**Run 1: pin placement**

Pins as bars across the die edge, other pins in gray.
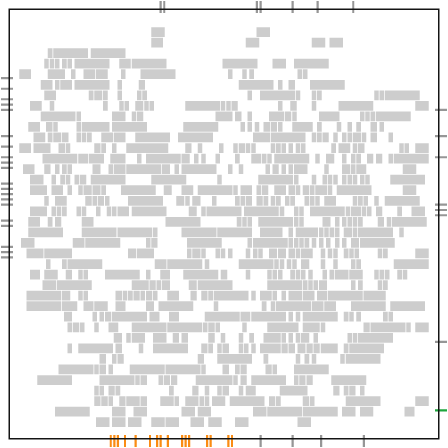
**Run 1: clock network drawn from the DEF**

Bar = 20 microns.
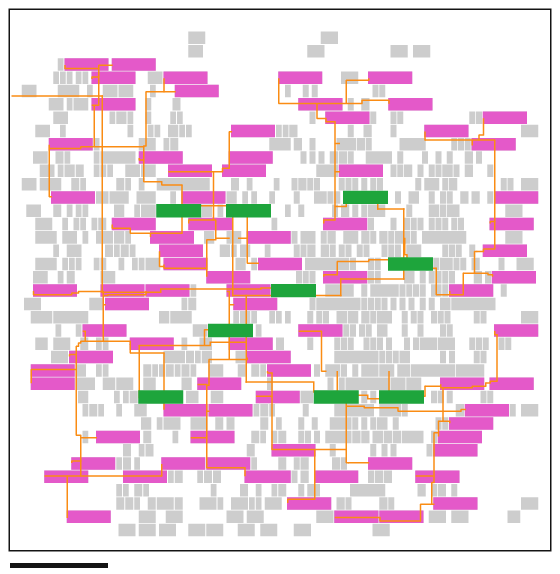
**Run 1: signal wires on met4**

Cells faint in the background.
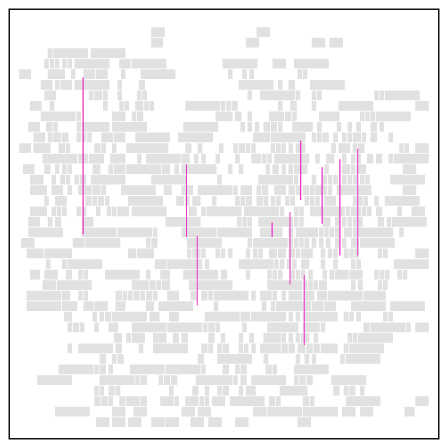
`config.mk`:
```
export PLATFORM = sky130hd
export DESIGN_NAME = fifo_mul_consumer_flat
export DESIGN_NICKNAME = d
export VERILOG_FILES = /design/src/rtl/fifo_mul_consumer_if.sv /design/src/rtl/fifo_mul_consumer.sv /design/src/flat_wrapper.sv
export SDC_FILE = /design/constraint.sdc
export NUM_CORES = 1
export LEC_CHECK = 0
export ABC_AREA = 1
export CAP_MARGIN = 20
export CORE_MARGIN = 2
export CORE_UTILIZATION = 40
export DETAILED_ROUTE_END_ITERATION = 7
export SETUP_SLACK_MARGIN = 0.1
export SLEW_MARGIN = 15
export SYNTH_ARGS = -nofsm -noshare
export SYNTH_HDL_FRONTEND = slang
export SYNTH_SLANG_ARGS = --single-unit
```
`constraint.sdc`:
```
create_clock -name clk -period 2.3 [get_ports clk]
set_clock_uncertainty 0.15 [all_clocks]
set_input_delay 0.46 -clock clk [delete_from_list [all_inputs] [get_ports clk]]
set_output_delay 0.46 -clock clk [all_outputs]
set_load 0.05 [all_outputs]
```
`src/rtl/fifo_mul_consumer_if.sv`:
```
// Handshake bundle between the FIFO read side, the multiplier consumer and
// the downstream result sink. The master side is the consumer itself.
interface fifo_mul_consumer_if #(
  parameter int OP_LEN  = 8,
  parameter int CNT_LEN = 16
);
  logic [2*OP_LEN-1:0] fifo_data;
  logic                fifo_empty;
  logic                fifo_rd_en;
  logic [2*OP_LEN-1:0] res_data;
  logic                res_valid;
  logic                res_ready;
  logic                busy;
  logic [CNT_LEN-1:0]  done_count;

  modport master (
    input  fifo_data, fifo_empty, res_ready,
    output fifo_rd_en, res_data, res_valid, busy, done_count
  );

  modport slave (
    output fifo_data, fifo_empty, res_ready,
    input  fifo_rd_en, res_data, res_valid, busy, done_count
  );
endinterface

```
`src/rtl/fifo_mul_consumer.sv`:
```
// FIFO read-side consumer: pops one {B,A} word, multiplies A*B with an
// OP_LEN-cycle shift-add loop and offers the product on a valid/ready port.
// Only one operand pair is in flight, so downstream backpressure stalls pops.
module fifo_mul_consumer #(
  parameter int OP_LEN  = 8,
  parameter int CNT_LEN = 16
) (
  input  logic clk,
  input  logic reset,   // asynchronous, active-low
  fifo_mul_consumer_if.master bus
);
  localparam int CW = $clog2(OP_LEN + 1);
  localparam int DW = 2 * OP_LEN;

  localparam logic [2:0] ST_IDLE = 3'd0;
  localparam logic [2:0] ST_POP  = 3'd1;
  localparam logic [2:0] ST_WAIT = 3'd2;
  localparam logic [2:0] ST_MUL  = 3'd3;
  localparam logic [2:0] ST_DONE = 3'd4;

  logic [2:0]         state_q,    state_d;
  logic               rd_en_q,    rd_en_d;
  logic [DW-1:0]      mcand_q,    mcand_d;
  logic [OP_LEN-1:0]  mplier_q,   mplier_d;
  logic [DW-1:0]      acc_q,      acc_d;
  logic [CW-1:0]      cnt_q,      cnt_d;
  logic [DW-1:0]      res_data_q, res_data_d;
  logic               res_valid_q, res_valid_d;
  logic [CNT_LEN-1:0] done_q,     done_d;
  logic [DW-1:0]      acc_sum;

  // Next-state and datapath: one shift-add step per MUL cycle, no early exit.
  always_comb begin
    state_d     = state_q;
    mcand_d     = mcand_q;
    mplier_d    = mplier_q;
    acc_d       = acc_q;
    cnt_d       = cnt_q;
    res_data_d  = res_data_q;
    res_valid_d = res_valid_q;
    done_d      = done_q;
    acc_sum     = '0;
    case (state_q)
      ST_IDLE: begin
        if (!bus.fifo_empty) state_d = ST_POP;
      end
      ST_POP: begin
        state_d = ST_WAIT;
      end
      ST_WAIT: begin
        // FIFO data_out became valid at the end of the POP cycle.
        mcand_d  = {{OP_LEN{1'b0}}, bus.fifo_data[OP_LEN-1:0]};
        mplier_d = bus.fifo_data[DW-1:OP_LEN];
        acc_d    = '0;
        cnt_d    = CW'(OP_LEN);
        state_d  = ST_MUL;
      end
      ST_MUL: begin
        acc_sum  = acc_q + (mplier_q[0] ? mcand_q : '0);
        acc_d    = acc_sum;
        mcand_d  = mcand_q << 1;
        mplier_d = mplier_q >> 1;
        cnt_d    = cnt_q - 1'b1;
        if (cnt_q == CW'(1)) begin
          res_data_d  = acc_sum;
          res_valid_d = 1'b1;
          state_d     = ST_DONE;
        end
      end
      ST_DONE: begin
        if (res_valid_q && bus.res_ready) begin
          res_valid_d = 1'b0;
          done_d      = done_q + 1'b1;
          state_d     = ST_IDLE;
        end
      end
      default: state_d = ST_IDLE;
    endcase
    // Pop request is registered and tracks the POP state exactly.
    rd_en_d = (state_d == ST_POP);
  end

  // State register with asynchronous clear; an in-flight pair is dropped.
  always_ff @(posedge clk or negedge reset) begin
    if (!reset) begin
      state_q     <= ST_IDLE;
      rd_en_q     <= 1'b0;
      mcand_q     <= '0;
      mplier_q    <= '0;
      acc_q       <= '0;
      cnt_q       <= '0;
      res_data_q  <= '0;
      res_valid_q <= 1'b0;
      done_q      <= '0;
    end else begin
      state_q     <= state_d;
      rd_en_q     <= rd_en_d;
      mcand_q     <= mcand_d;
      mplier_q    <= mplier_d;
      acc_q       <= acc_d;
      cnt_q       <= cnt_d;
      res_data_q  <= res_data_d;
      res_valid_q <= res_valid_d;
      done_q      <= done_d;
    end
  end

  assign bus.fifo_rd_en = rd_en_q;
  assign bus.res_data   = res_data_q;
  assign bus.res_valid  = res_valid_q;
  assign bus.busy       = (state_q != ST_IDLE);
  assign bus.done_count = done_q;
endmodule

```
`src/flat_wrapper.sv`:
```
// flat-port wrapper written by rule: the top's interface ports become plain ports
module fifo_mul_consumer_flat 
#(
  parameter int OP_LEN  = 8,
  parameter int CNT_LEN = 16
)
  (clk, reset, bus_fifo_data, bus_fifo_empty, bus_res_ready, bus_fifo_rd_en, bus_res_data, bus_res_valid, bus_busy, bus_done_count);
  fifo_mul_consumer_if #(.OP_LEN(OP_LEN), .CNT_LEN(CNT_LEN)) bus_i ();
  input  logic clk;
  input  logic reset;
  input wire logic [$bits(bus_i.fifo_data)-1:0] bus_fifo_data;
  input wire logic [$bits(bus_i.fifo_empty)-1:0] bus_fifo_empty;
  input wire logic [$bits(bus_i.res_ready)-1:0] bus_res_ready;
  output wire logic [$bits(bus_i.fifo_rd_en)-1:0] bus_fifo_rd_en;
  output wire logic [$bits(bus_i.res_data)-1:0] bus_res_data;
  output wire logic [$bits(bus_i.res_valid)-1:0] bus_res_valid;
  output wire logic [$bits(bus_i.busy)-1:0] bus_busy;
  output wire logic [$bits(bus_i.done_count)-1:0] bus_done_count;
  assign bus_i.fifo_data = bus_fifo_data;
  assign bus_i.fifo_empty = bus_fifo_empty;
  assign bus_i.res_ready = bus_res_ready;
  assign bus_fifo_rd_en = bus_i.fifo_rd_en;
  assign bus_res_data = bus_i.res_data;
  assign bus_res_valid = bus_i.res_valid;
  assign bus_busy = bus_i.busy;
  assign bus_done_count = bus_i.done_count;
  fifo_mul_consumer #(.OP_LEN(OP_LEN), .CNT_LEN(CNT_LEN)) u_core (.clk(clk), .reset(reset), .bus(bus_i));
endmodule
```
==> results.py, run 1 <==
# Synthesis and PnR figures
metrics = {
    "status": {
        "status": "finished clean",
    },
    "detailed_routing": {
        "first_iter_violations": 146,
        "antenna_left": 0,
        "top_layer": "met4",
        "wl_met1_mm": 5.104,
        "dr_wl_met2_mm": 5.107,
        "wl_per_cell_microns": 13.42,
        "wl_met3_microns": 372,
    },
    "min_path": {
        "holdCritStartpoint": "u_core.bus.res_data[5]",
    },
    "cells_and_area": {
        "num-nonclk-buffers": 65,
        "clock_area_share_pct": 5.415,
        "flops": 81,
        "sh_seq_area_pct": 35.39,
        "regArea_sq_um": 2028,
        "lay_top_cells": "nand2_1, inv_1, dfrtp_1",
        "num-nonclk-inverters": 89,
    },
    "sta": {
        "setup_viol": 0,
        "tightest_slew_ns": 0.5767,
    },
    "synth": {
        "synth_area_sq_um": 4529,
        "xor_share_pct": 3.481,
        "synth_cells": 598,
        "ys_cells": 598,
        "ys_area_sq_um": 4529,
    },
    "die": {
        "top_level_ports": 55,
    },
    "pwr": {
        "p_leak_nw": 3.045,
    },
    "clocking": {
        "cts_buffers": 9,
        "postCtsHoldBufs": 1,
        "clkTransAtPathRegs_ns": 0.07,
        "clock.latency.late_pin_ns": 0.34,
    },
    "grt": {
        "grt_pass1_vias": 3979,
        "top_usage_layer": "met2",
        "gr-total-overflow": 0,
        "grtUsageMet3_pct": 4.007,
    },
    "worst_setup_path": {
        "regToRegSetupSlack_ns": 0.19,
        "path_buffers": 1,
        "worstPathArrival_ns": 1.56,
        "cp-endpoint": "bus_res_data[13]",
        "timing.rr.end": "u_core.acc_q[14]",
    },
    "placement": {
        "dp_cells": 786,
    },
}
-- 'pin placement' (at the start) --
- bus_fifo_data: orange (pins 16; direction input; edge bottom)
- reset: green (pins 1; direction input; edge right)
Die Wd: 110.4 microns
Buffers on Ports: 54
die height: 110.4 microns

-- 'clock network drawn from the DEF' (at the start) --
- clock drivers: green (count 9)
- flip-flops: magenta (count 81)
- clock wires: orange (length 1120 microns)
- routed clock nets: 10

-- 'signal wires on met4' (at the start) --
- wire length on this layer: 197 microns
- longest straight run: 40.1 microns
- nets with wire on the layer: 7

==> inputs of run 2 (changes only) <==
--- a/config.mk
+++ b/config.mk
@@ -6,7 +6,6 @@
 export NUM_CORES = 1
 export LEC_CHECK = 0
 export ABC_AREA = 1
-export CAP_MARGIN = 20
 export CORE_MARGIN = 2
 export CORE_UTILIZATION = 40
 export DETAILED_ROUTE_END_ITERATION = 7
@@ -15,3 +14,4 @@
 export SYNTH_ARGS = -nofsm -noshare
 export SYNTH_HDL_FRONTEND = slang
 export SYNTH_SLANG_ARGS = --single-unit
+export TNS_END_PERCENT = 5
**Run 2: routing congestion map**

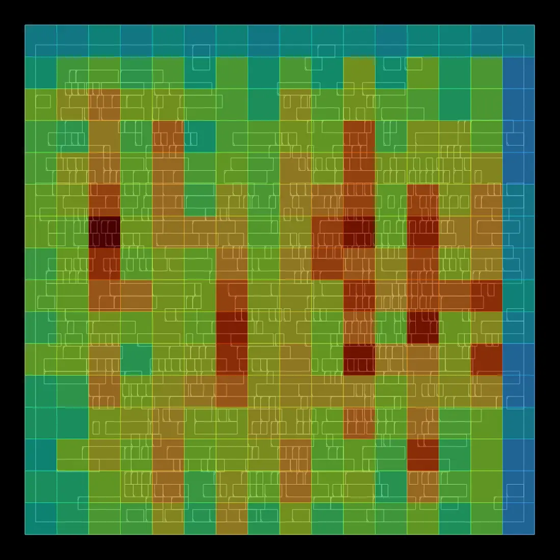
Post-Route Utilization: 52.27%
met3 global-route usage: 4.007%
grt met1 use: 23.66%
drt wl/cell: 13.43 microns
GR Util met2: 30.18%

==> results.py, run 2 <==
# Synthesis and PnR figures
metrics = {
    "clocking": {
        "cts_tree": "done",
        "htree_num_levels": 3,
        "clkTransAtPathRegs_ns": 0.07,
        "postCtsHoldBufs": 1,
        "clock.latency.late_pin_ns": 0.35,
        "cts_buffers": 9,
    },
    "synth": {
        "ys_cells": 598,
        "synth_nets": 637,
        "xor_share_pct": 3.481,
        "common_cells": "nand2_1, inv_1, dfrtp_1",
        "ys_area_sq_um": 4529,
        "synth_cells": 598,
    },
    "grt": {
        "grt_pass1_vias": 3979,
        "top_usage_layer": "met2",
        "gr-total-overflow": 0,
    },
    "cells_and_area": {
        "num-nonclk-buffers": 65,
        "num-nonclk-inverters": 89,
        "lay_top_cells": "nand2_1, inv_1, dfrtp_1",
        "clock_area_share_pct": 5.429,
        "flops": 81,
        "sh_seq_area_pct": 35.49,
        "regArea_sq_um": 2028,
    },
    "detailed_routing": {
        "antenna_left": 0,
        "wl_met3_microns": 377,
        "first_iter_violations": 169,
        "wl_met1_mm": 5.167,
        "dr_wl_met2_mm": 5.057,
    },
    "sta": {
        "maxSlewHeadroom_pct": 60.70,
        "tightest_slew_ns": 0.5887,
    },
    "placement": {
        "dp_cells": 786,
        "io_buffer_count": 54,
    },
    "worst_setup_path": {
        "worstPathArrival_ns": 1.61,
        "end_kind": "primary output",
        "cp-endpoint": "bus_done_count[6]",
        "rr_startpoint": "u_core.mplier_q[0]",
        "regToRegSetupSlack_ns": 0.13,
        "path_buffers": 1,
    },
    "status": {
        "status": "finished clean",
    },
    "die": {
        "die-width_microns": 110.4,
        "top_level_ports": 55,
        "die_h_microns": 110.4,
    },
    "min_path": {
        "holdCritStartpoint": "u_core.bus.res_data[5]",
    },
    "pwr": {
        "p_leak_nw": 2.997,
        "comb_power_share_pct": 52.2,
        "vdd_ir_drop_max_mv": 0.7561,
    },
}
==> inputs of run 3 (changes only) <==
--- a/config.mk
+++ b/config.mk
@@ -6,9 +6,10 @@
 export NUM_CORES = 1
 export LEC_CHECK = 0
 export ABC_AREA = 1
-export CORE_MARGIN = 2
+export CORE_MARGIN = 1
 export CORE_UTILIZATION = 40
 export DETAILED_ROUTE_END_ITERATION = 7
+export DONT_BUFFER_PORTS = 1
 export SETUP_SLACK_MARGIN = 0.1
 export SLEW_MARGIN = 15
 export SYNTH_ARGS = -nofsm -noshare
**Run 3: pin placement**

Pins as bars across the die edge, other pins in gray.
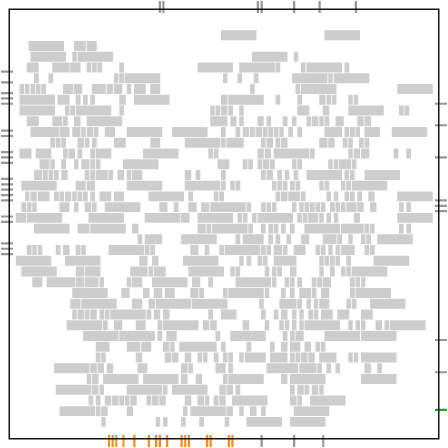
- reset: green (pins 1; direction input; edge right)
- bus_fifo_data: orange (pins 16; direction input; edge bottom)
- all pins by edge: 20 left, 19 bottom, 9 right, 7 top

==> results.py, run 3 <==
# Synthesis and PnR figures
metrics = {
    "placement": {
        "io_buffer_count": 0,
    },
    "sta": {
        "tightest_slew_ns": 0.5939,
        "hold_viol": 81,
        "setup_viol": 0,
        "holdWs_ns": -0.3498,
    },
    "pwr": {
        "comb_power_share_pct": 45.2,
    },
    "cells_and_area": {
        "flops": 81,
        "lay_top_cells": "nand2_1, inv_1, dfrtp_1",
        "num-nonclk-buffers": 23,
        "regArea_sq_um": 2028,
    },
    "grt": {
        "gr-total-overflow": 0,
        "grt_pass1_vias": 3712,
        "top_usage_layer": "met2",
    },
    "die": {
        "die-width_microns": 108.4,
    },
    "synth": {
        "common_cells": "nand2_1, inv_1, dfrtp_1",
        "synth_nets": 637,
        "synth_cells": 598,
    },
    "status": {
        "status": "complete, but fails checks",
        "violations": "negative hold slack",
    },
    "detailed_routing": {
        "dr_wl_met2_mm": 4.804,
        "antenna_left": 0,
    },
    "worst_setup_path": {
        "end_kind": "flip-flop",
        "path_buffers": 3,
    },
    "clocking": {
        "cts_tree": "done",
    },
}
No activity file was given, so power comes from the tool's default toggle rates.
